**src/rtl/trap_csr_if.sv**
```systemverilog
// Trap/CSR bus between the interrupt controller + pipeline (master) and the
// machine-mode trap CSR block (slave).
interface trap_csr_if;
    logic        trap_entry_en;
    logic        trap_exit_en;
    logic [3:0]  int_index;
    logic [31:0] epc_in;
    logic [1:0]  csr_op;
    logic [11:0] csr_addr;
    logic [31:0] csr_wdata;
    logic [31:0] csr_rdata;
    logic        int_mstatus_mie;
    logic        redirect_en;
    logic [31:0] redirect_pc;
    logic        in_trap;

    modport master (
        output trap_entry_en, trap_exit_en, int_index, epc_in,
               csr_op, csr_addr, csr_wdata,
        input  csr_rdata, int_mstatus_mie, redirect_en, redirect_pc, in_trap
    );

    modport slave (
        input  trap_entry_en, trap_exit_en, int_index, epc_in,
               csr_op, csr_addr, csr_wdata,
        output csr_rdata, int_mstatus_mie, redirect_en, redirect_pc, in_trap
    );
endinterface

```
**src/rtl/trap_csr_unit.sv**
```systemverilog
// Machine-mode trap CSR block: mstatus.MIE/MPIE, mtvec, mepc, mcause,
// mscratch, trap entry/exit sequencing and a one-cycle PC redirect strobe.
module trap_csr_unit #(
    parameter logic [31:0] MTVEC_RESET = 32'h0000_0100,
    parameter logic        MIE_RESET   = 1'b0
) (
    input  logic        clk,
    input  logic        rst_n,
    trap_csr_if.slave   bus
);
    localparam logic [11:0] ADDR_MSTATUS  = 12'h300;
    localparam logic [11:0] ADDR_MTVEC    = 12'h305;
    localparam logic [11:0] ADDR_MSCRATCH = 12'h340;
    localparam logic [11:0] ADDR_MEPC     = 12'h341;
    localparam logic [11:0] ADDR_MCAUSE   = 12'h342;

    localparam logic [31:0] MTVEC_RST_VAL = MTVEC_RESET & ~32'h0000_0002;

    typedef enum logic [1:0] {
        OP_NONE  = 2'b00,
        OP_WRITE = 2'b01,
        OP_SET   = 2'b10,
        OP_CLEAR = 2'b11
    } csr_op_e;

    logic        r_mie;
    logic        r_mpie;
    logic [31:0] r_mtvec;
    logic [31:0] r_mepc;
    logic [31:0] r_mcause;
    logic [31:0] r_mscratch;
    logic        r_redirect_en;
    logic [31:0] r_redirect_pc;
    logic        r_in_trap;

    logic [31:0] w_rdata;
    logic [31:0] w_new;
    logic        w_wr;
    logic        w_event;
    logic [31:0] w_vec_base;
    logic [31:0] w_vec_pc;

    assign w_wr    = (csr_op_e'(bus.csr_op) != OP_NONE);
    assign w_event = bus.trap_entry_en | bus.trap_exit_en;

    // Read mux of current register values; also the "old" operand for set/clear.
    always_comb begin
        // NOTE: default first so every path assigns w_rdata and no latch is inferred.
        w_rdata = '0;
        case (bus.csr_addr)
            ADDR_MSTATUS:  w_rdata = {24'b0, r_mpie, 3'b0, r_mie, 3'b0};
            ADDR_MTVEC:    w_rdata = r_mtvec;
            ADDR_MSCRATCH: w_rdata = r_mscratch;
            ADDR_MEPC:     w_rdata = r_mepc;
            ADDR_MCAUSE:   w_rdata = r_mcause;
            default:       w_rdata = '0;
        endcase
    end

    // Read/modify/write operand before per-register forced bits are applied.
    always_comb begin
        w_new = '0;
        case (csr_op_e'(bus.csr_op))
            OP_WRITE: w_new = bus.csr_wdata;
            OP_SET:   w_new = w_rdata | bus.csr_wdata;
            OP_CLEAR: w_new = w_rdata & ~bus.csr_wdata;
            default:  w_new = w_rdata;
        endcase
    end

    // Handler target from the pre-write mtvec; vectored mode adds cause*4 with 32-bit wrap.
    assign w_vec_base = {r_mtvec[31:2], 2'b00};
    assign w_vec_pc   = r_mtvec[0] ? (w_vec_base + {26'b0, bus.int_index, 2'b00})
                                   : w_vec_base;

    // mstatus and handler-active flag: trap hardware has priority over CSR writes.
    always_ff @(posedge clk or negedge rst_n) begin
        if (!rst_n) begin
            // NOTE: non-blocking assignments in clocked blocks so every register samples pre-edge values.
            r_mie     <= MIE_RESET;
            r_mpie    <= 1'b0;
            r_in_trap <= 1'b0;
        end else if (bus.trap_entry_en) begin
            r_mie     <= 1'b0;
            // Tail-chain: the original context's MIE was already saved, exit would restore MPIE=1.
            r_mpie    <= bus.trap_exit_en ? 1'b1 : r_mie;
            r_in_trap <= 1'b1;
        end else if (bus.trap_exit_en) begin
            r_mie     <= r_mpie;
            r_mpie    <= 1'b1;
            r_in_trap <= 1'b0;
        end else if (w_wr && bus.csr_addr == ADDR_MSTATUS) begin
            r_mie     <= w_new[3];
            r_mpie    <= w_new[7];
        end
    end

    // mepc/mcause: written by trap entry; software writes dropped during any trap event.
    always_ff @(posedge clk or negedge rst_n) begin
        if (!rst_n) begin
            r_mepc   <= '0;
            r_mcause <= '0;
        end else if (bus.trap_entry_en) begin
            // A tail-chained entry keeps the original return address.
            if (!bus.trap_exit_en) begin
                r_mepc <= {bus.epc_in[31:2], 2'b00};
            end
            r_mcause <= {1'b1, 27'b0, bus.int_index};
        end else if (w_wr && !w_event) begin
            if (bus.csr_addr == ADDR_MEPC) begin
                r_mepc <= {w_new[31:2], 2'b00};
            end
            if (bus.csr_addr == ADDR_MCAUSE) begin
                r_mcause <= w_new;
            end
        end
    end

    // mtvec/mscratch: software-only registers, writable even alongside trap events.
    always_ff @(posedge clk or negedge rst_n) begin
        if (!rst_n) begin
            r_mtvec    <= MTVEC_RST_VAL;
            r_mscratch <= '0;
        end else if (w_wr) begin
            if (bus.csr_addr == ADDR_MTVEC) begin
                r_mtvec <= w_new & ~32'h0000_0002;
            end
            if (bus.csr_addr == ADDR_MSCRATCH) begin
                r_mscratch <= w_new;
            end
        end
    end

    // One-cycle redirect strobe per event; back-to-back events each get their own pulse.
    always_ff @(posedge clk or negedge rst_n) begin
        if (!rst_n) begin
            r_redirect_en <= 1'b0;
            r_redirect_pc <= '0;
        end else begin
            r_redirect_en <= w_event;
            if (bus.trap_entry_en) begin
                r_redirect_pc <= w_vec_pc;
            end else if (bus.trap_exit_en) begin
                r_redirect_pc <= r_mepc;
            end
        end
    end

    assign bus.csr_rdata       = w_rdata;
    assign bus.int_mstatus_mie = r_mie;
    assign bus.redirect_en     = r_redirect_en;
    assign bus.redirect_pc     = r_redirect_pc;
    assign bus.in_trap         = r_in_trap;
endmodule

```
**src/flat_wrapper.sv**
```systemverilog
// flat-port wrapper written by rule: the top's interface ports become plain ports
module trap_csr_unit_flat 
#(
    parameter logic [31:0] MTVEC_RESET = 32'h0000_0100,
    parameter logic        MIE_RESET   = 1'b0
)
  (clk, rst_n, bus_trap_entry_en, bus_trap_exit_en, bus_int_index, bus_epc_in, bus_csr_op, bus_csr_addr, bus_csr_wdata, bus_csr_rdata, bus_int_mstatus_mie, bus_redirect_en, bus_redirect_pc, bus_in_trap);
  trap_csr_if bus_i ();
  input  logic clk;
  input  logic rst_n;
  input wire logic [$bits(bus_i.trap_entry_en)-1:0] bus_trap_entry_en;
  input wire logic [$bits(bus_i.trap_exit_en)-1:0] bus_trap_exit_en;
  input wire logic [$bits(bus_i.int_index)-1:0] bus_int_index;
  input wire logic [$bits(bus_i.epc_in)-1:0] bus_epc_in;
  input wire logic [$bits(bus_i.csr_op)-1:0] bus_csr_op;
  input wire logic [$bits(bus_i.csr_addr)-1:0] bus_csr_addr;
  input wire logic [$bits(bus_i.csr_wdata)-1:0] bus_csr_wdata;
  output wire logic [$bits(bus_i.csr_rdata)-1:0] bus_csr_rdata;
  output wire logic [$bits(bus_i.int_mstatus_mie)-1:0] bus_int_mstatus_mie;
  output wire logic [$bits(bus_i.redirect_en)-1:0] bus_redirect_en;
  output wire logic [$bits(bus_i.redirect_pc)-1:0] bus_redirect_pc;
  output wire logic [$bits(bus_i.in_trap)-1:0] bus_in_trap;
  assign bus_i.trap_entry_en = bus_trap_entry_en;
  assign bus_i.trap_exit_en = bus_trap_exit_en;
  assign bus_i.int_index = bus_int_index;
  assign bus_i.epc_in = bus_epc_in;
  assign bus_i.csr_op = bus_csr_op;
  assign bus_i.csr_addr = bus_csr_addr;
  assign bus_i.csr_wdata = bus_csr_wdata;
  assign bus_csr_rdata = bus_i.csr_rdata;
  assign bus_int_mstatus_mie = bus_i.int_mstatus_mie;
  assign bus_redirect_en = bus_i.redirect_en;
  assign bus_redirect_pc = bus_i.redirect_pc;
  assign bus_in_trap = bus_i.in_trap;
  trap_csr_unit #(.MTVEC_RESET(MTVEC_RESET), .MIE_RESET(MIE_RESET)) u_core (.clk(clk), .rst_n(rst_n), .bus(bus_i));
endmodule
```
**config.mk**
```make
export PLATFORM = sky130hd
export DESIGN_NAME = trap_csr_unit_flat
export DESIGN_NICKNAME = d
export VERILOG_FILES = /design/src/rtl/trap_csr_if.sv /design/src/rtl/trap_csr_unit.sv /design/src/flat_wrapper.sv
export SDC_FILE = /design/constraint.sdc
export NUM_CORES = 1
export LEC_CHECK = 0
export CORE_MARGIN = 5
export CORE_UTILIZATION = 40
export DETAILED_ROUTE_END_ITERATION = 6
export PLACE_DENSITY = 0.63
export SKIP_LAST_GASP = 1
export SYNTH_ARGS = -nofsm -noshare
export SYNTH_HDL_FRONTEND = slang
export SYNTH_SLANG_ARGS = --single-unit
```
**constraint.sdc**
```tcl
create_clock -name clk -period 3.8 [get_ports clk]
set_input_delay 0.76 -clock clk [delete_from_list [all_inputs] [get_ports clk]]
set_output_delay 0.76 -clock clk [all_outputs]
set_load 0.02 [all_outputs]
```
Figure 1. Drive-strength map (run 1).
(2 px per micron)
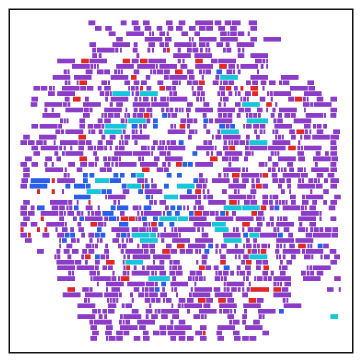
cyan -> x6 and larger  # cells 31
blue -> x3 and x4  # cells 73
purple -> x1 and smaller  # cells 1,130
red -> x2  # cells 73

Figure 2. Logic cells by family (run 1).
(2 px per micron)
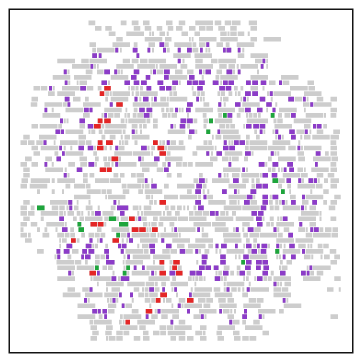
green -> and/or cells  # cells 17
purple -> aoi and oai cells  # cells 309
red -> non-inverting ao/oa cells  # cells 35

Figure 3. Track usage over the die (run 1).
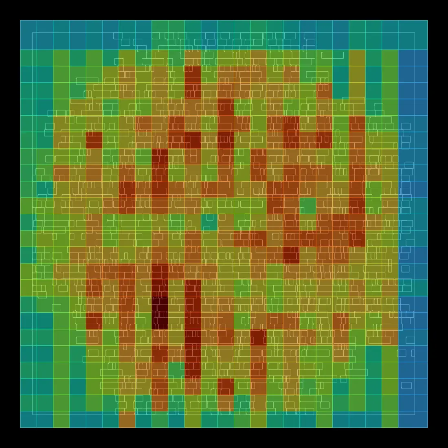
grt met1 use: 34.09%
met2 Use GR: 38.09%

==> run 1: layer usage <==
metal	wire length, microns	vias up	share of wire, %	track usage, %
met5	13	-	0.037	0
li1	-	4538	-	-
met2	16070	439	46	38.09
met1	15560	4708	44	34.09
met4	524	2	1.5	5.580
met3	2898	46	8.3	4.621
==> run 1: stage by stage <==
step                      setup TNS [ns]  setup slack, ns
after floorplan                        0           0.4710
after global placement            -6.402          -0.2658
after detailed placement          -7.444          -0.2756
after CTS                        -0.4741          -0.1566
after global routing              -1.025          -0.1208
final                            -0.2473         -0.06905
==> run 1: worst reg2reg max path: stages, from the launching register on <==
cell and delay, ns:
sky130_fd_sc_hd__dfrtp_1 0.47, sky130_fd_sc_hd__ha_1 0.22, sky130_fd_sc_hd__inv_1 0.06, sky130_fd_sc_hd__fa_1 0.41, sky130_fd_sc_hd__nor2b_1 0.14, sky130_fd_sc_hd__o21a_1 0.14
sky130_fd_sc_hd__o211a_1 0.14, sky130_fd_sc_hd__buf_4 0.23, sky130_fd_sc_hd__nand4_1 0.16, sky130_fd_sc_hd__xnor2_1 0.26, sky130_fd_sc_hd__a21oi_1 0.12
==> run 1: worst paths after layout <==
kind	depth (start not counted)	from	endpoint	slack [ns]
min reg2reg	1	u_core.bus.in_trap	u_core.bus.in_trap	0.48
max	7	bus_csr_addr[3]	bus_csr_rdata[30]	-0.07
max reg2reg	10	u_core.r_mtvec[2]	u_core.bus.redirect_pc[20]	1.32
min in group clk	1	u_core.bus.in_trap	u_core.bus.in_trap	0.48
min	1	rst_n	u_core.r_mscratch[11]	0.27
max in group asynchronous	2	rst_n	u_core.bus.redirect_pc[19]	2.56
==> run 1: registers in the layout, summed over array words and instances (netlist names) <==
register and count:
u_core.bus.int_mstatus_mie 1, u_core.bus.in_trap 1, u_core.bus.redirect_en 1, u_core.r_mtvec 31, u_core.r_mepc 30, u_core.r_mpie 1, u_core.bus.redirect_pc 30, u_core.r_mcause 32
u_core.r_mscratch 32
==> run 1: power by group through the flow <==
stage	Sequential [mW]	Clock [mW]	Combinational [mW]
after floorplan	1.89	0	0.371
after global placement	1.87	0	0.728
after detailed placement	1.87	0	0.737
after CTS	1.84	1.82	0.741
after global routing	1.86	1.89	0.810
final	1.84	1.80	0.741
==> run 1: area by class of cell <==
type | count | area (sq um)
Fill cell | 2475 | 12820
Multi-Input combinational cell | 862 | 5794
Sequential cell | 159 | 3980
Timing Repair Buffer | 213 | 1988
Clock buffer | 19 | 442.9
Tap cell | 335 | 419.2
Clock inverter | 13 | 162.7
Inverter | 41 | 153.9
==> run 1: timing repair <==
item	4_1_cts	5_1_grt
pin swaps	1	1
resized	30	12
buffers inserted	0	2
endpoints found under the setup margin	31	8
==> run 1: kinds of logic after synthesis <==
family,count (synthesis),share of synthesized area (%)
other,1,0.03616
xor gates and xnor gates,30,2.534
and+or+nand+nor,382,18.41
DFF,159,38.38
adders and majority gates,5,0.6756
AOI/OAI and AO/OA,344,23.86
buffers and inverters,150,6.201
muxes,99,9.905
==> impl_metrics.yaml, run 1 <==
# flow metrics
yosys:
  syn_area_per_cell_sq_um: 8.864
  syn-instance-count: 1170
  yosys_warnings: 0
  yosys_stat_cell_total: 1170
  edf_count: 0
  synth.yosys.seq_area_share_pct: 38.38
  synth.yosys.chip_area_sq_um: 10370
  top_area_share_pct: 38.12
  syn-cell-area_sq_um: 10370
  synth_area_leader_cell: "sky130_fd_sc_hd__dfrtp_1"
outcome:
  status: "finished, violations left"
  violations: "negative setup slack"
grt:
  grt_overflow_total: 0
  grt_antenna_before_repair: 1
  gr-usage-all-layers_pct: 24.00
  number_of_global_route_vias_before_repair: 9511
die:
  boundaryPins: 153
  chipArea_sq_um: 29250
  fp.dieH_microns: 171.0
  core_area_sq_um: 25760
  die_width_microns: 171.0
setup_path:
  criticalPathCategory: "input pin to output port"
  timing.critical_path.arrival_ns: 3.11
  critical-path-max-stage-delay_ns: 0.62
  path_cells: "clkdlybuf4s50_1, or4_4, nor3_4, buf_4, buf_6, a32o_1, dlygate4sd2_1"
  critPathRequiredTime_ns: 3.04
  worst-path-buf-inv: 4
  critPathMaxFanout: 16
cells_and_area:
  diodes: 0
  final_core_utilization_pct: 50.23
  num-nets-final: 1385
  layout.cells.most_common: "sky130_fd_sc_hd__nand2_1"
  synthToLayoutAreaGrowth_pct: 24.78
  finish.instance_area_sq_um: 12940
routing:
  detailedRoute.firstIterationViolations: 922
  detail-route-antenna-nets: 0
  drc_violations_left: 0
  vias: 9733
place:
  placed_area_sq_um: 12350
  hpwlAfterDp_mm: 23.95
  post-place-cells: 1608
  gp_routability_congestion: 0.8557
power:
  leakagePower_nw: 5.446
  seq_power_share_pct: 42.1
  pwr_density_cell_nw_per_um2: 338.6
  p_sw_share_pct: 28.22
  power.clock.fraction_pct: 41.0
  irDropWorstVdd_uv: 221.6
  intPower_mw: 3.145
  total_design_power_mw: 4.382
job:
  warnings: 30
  total_of_max_cap_violations: 0
sta:
  timing.final.hold_violations: 0
  max-slew-margin-rel_pct: 41.18
  final_max_slew_viol_count: 0
  fmax_mhz: 258.5
  finalSetupViolations: 9
  finalHoldWorstSlack_ns: 0.2729
  final.setup.worst_slack_ns: -0.06905
cts:
  cts_root_buf: "sky130_fd_sc_hd__clkbuf_16"
  cts_max_path_buffers: 2
min_path:
  min-delay-path-class: "input pin to async pin"
Figure 4. Metal 3 (run 1).
(3 px per micron)
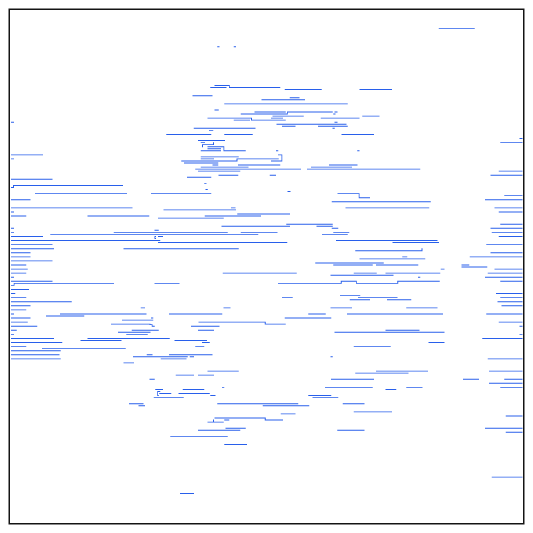

## Run 2: what changed since run 1
--- a/config.mk
+++ b/config.mk
@@ -8,6 +8,7 @@
 export CORE_MARGIN = 5
 export CORE_UTILIZATION = 40
 export DETAILED_ROUTE_END_ITERATION = 6
+export MAX_ROUTING_LAYER = met4
 export PLACE_DENSITY = 0.63
 export SKIP_LAST_GASP = 1
 export SYNTH_ARGS = -nofsm -noshare
Figure 5. Metal 3 (run 2).
(3 px per micron)
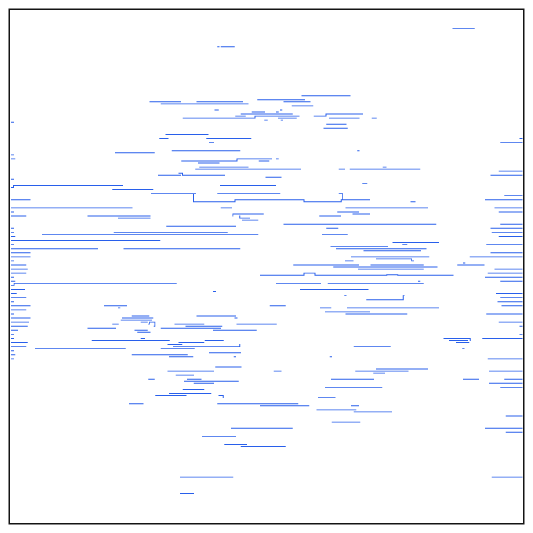
longest straight run = 71.8 microns
main direction = horizontal
nets with wire on the layer = 178
wire length on this layer = 2,660 microns
met3 GRT Util: 4.067%
total via count after detailed routing: 9,656
Total Wirelength: 35.02 mm

Figure 6. Cell classes on the final placement (run 2).
(2 px per micron) Fill, decap, tap and diode cells in grey.
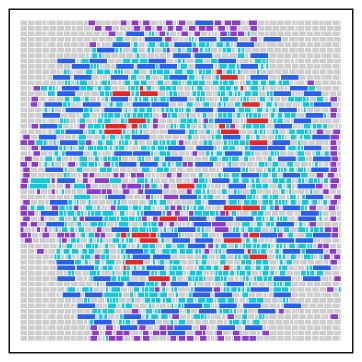
cyan -> remaining logic cells  # cells 903, share of their area 48%
purple -> remaining buffers and delay cells  # cells 213, share of their area 16%
red -> clock drivers and dummy loads  # cells 32, share of their area 4.8%
blue -> sequential cells  # cells 159, share of their area 32%
final standard cell area without fillers: 12,940 sq um
core utilization of the finished layout: 50.24%

==> impl_metrics.yaml, run 2 <==
# flow metrics
outcome:
  status: "finished, violations left"
  violations: "negative setup slack"
cells_and_area:
  layout.cells.most_common: "sky130_fd_sc_hd__nand2_1"
  reg.largest.list: "u_core.r_mcause x32, u_core.r_mscratch x32, u_core.r_mtvec x31"
  num-nets-final: 1385
  num-fill-cells: 2474
sta:
  final.setup.worst_slack_ns: -0.06921
  fmax_mhz: 258.5
  final_max_slew_viol_count: 0
  finalSetupViolations: 9
  timing.final.hold_violations: 0
  max-slew-margin-rel_pct: 38.98
die:
  boundaryPins: 153
  fp.dieH_microns: 171.0
  chipArea_sq_um: 29250
yosys:
  yosys_warnings: 0
  syn_area_per_cell_sq_um: 8.864
  edf_count: 0
  yosys_stat_cell_total: 1170
  syn-cell-area_sq_um: 10370
  synth_area_leader_cell: "sky130_fd_sc_hd__dfrtp_1"
  top_area_share_pct: 38.12
setup_path:
  r2r_cells: 10
  critPathMaxFanout: 16
  reg2reg_to: "u_core.bus.redirect_pc[20]"
  timing.critical_path.arrival_ns: 3.11
  startpoint: "bus_csr_addr[3]"
  criticalPathCategory: "input pin to output port"
routing:
  drc_violations_left: 0
  detailedRoute.firstIterationViolations: 813
  detail-route-antenna-nets: 0
job:
  total_of_max_cap_violations: 0
  warnings: 30
place:
  hpwlAfterDp_mm: 23.95
  gp_routability_congestion: 0.8694
grt:
  number_of_global_route_vias_before_repair: 9511
  gr-usage-all-layers_pct: 24.69
  grt_antenna_before_repair: 1
cts:
  cts_root_buf: "sky130_fd_sc_hd__clkbuf_16"
  cts_max_path_buffers: 2
min_path:
  min-delay-path-class: "input pin to async pin"
power:
  irDropWorstVdd_uv: 226.1
[run 2: layer usage]
metal	wire length, microns	part of all wire (%)	track usage, %
met3	2657	7.6	4.067
met5	0	0	-
met2	15990	46	38.05
met4	460	1.3	5.443
met1	15910	45	34.44
[run 2: cell families after synthesis]
logic type      share of synthesized area (%)
simple gates                            18.41
compound gates                          23.86
flops                                   38.38
buf+inv                                 6.201
mux                                     9.905
xor+xnor                                2.534
fa+ha+maj                              0.6756
other cells                           0.03616
[run 2: worst max-delay path, cell delays in order]
cell and delay, ns:
sky130_fd_sc_hd__clkdlybuf4s50_1 0.42, sky130_fd_sc_hd__or4_4 0.62, sky130_fd_sc_hd__nor3_4 0.31, sky130_fd_sc_hd__buf_4 0.17, sky130_fd_sc_hd__buf_6 0.18, sky130_fd_sc_hd__a32o_1 0.27, sky130_fd_sc_hd__dlygate4sd2_1 0.36
[run 2: layout make-up]
type / instances / area [sq um] / area share [%]
diodes: 1 / 2.502 / 0.01933
clock buffers: 19 / 442.9 / 3.422
clock inverters: 13 / 162.7 / 1.257
inverters: 41 / 153.9 / 1.189
multi-input cells: 862 / 5794 / 44.77
flip-flops and latches: 159 / 3980 / 30.75
well taps: 335 / 419.2 / 3.238
repair buffers: 213 / 1988 / 15.36
[run 2: how the worst max path moves through the flow]
stage,to
after detailed placement,bus_csr_rdata[29]
after floorplan,bus_csr_rdata[10]
after CTS,bus_csr_rdata[29]
after global placement,bus_csr_rdata[31]
final,bus_csr_rdata[30]
after global routing,bus_csr_rdata[26]
[run 2: where the power goes]
group / total, mW / internal, mW / switching (mW)
combinational: 0.740 / 0.314 / 0.426
sequential: 1.84 / 1.78 / 0.0677
clock: 1.80 / 1.05 / 0.746
[run 2: through the flow]
stage	setup WS [ns]	setup TNS (ns)	hold WS, ns	power [mW]	cells
5_1_grt	-0.1206	-1.025	0.3120	4.553	1643
2_1_floorplan	0.4710	0	0.4644	2.263	1171
6_report	-0.06921	-0.2189	0.2715	4.385	1643
3_3_place_gp	-0.2658	-6.402	0.4689	2.602	1608
4_1_cts	-0.1566	-0.4741	0.2895	4.410	1640
3_5_place_dp	-0.2756	-7.444	0.4741	2.612	1608
[run 2: timing repair]
action	CTS	global route
setup endpoints to repair	31	8
cloned	0	0
hold buffers	0	0
gates resized	30	12
setup buffers	0	2
pin swaps	1	1
endpoints found under the hold margin	0	0
No activity file was given, so power comes from the tool's default toggle rates.
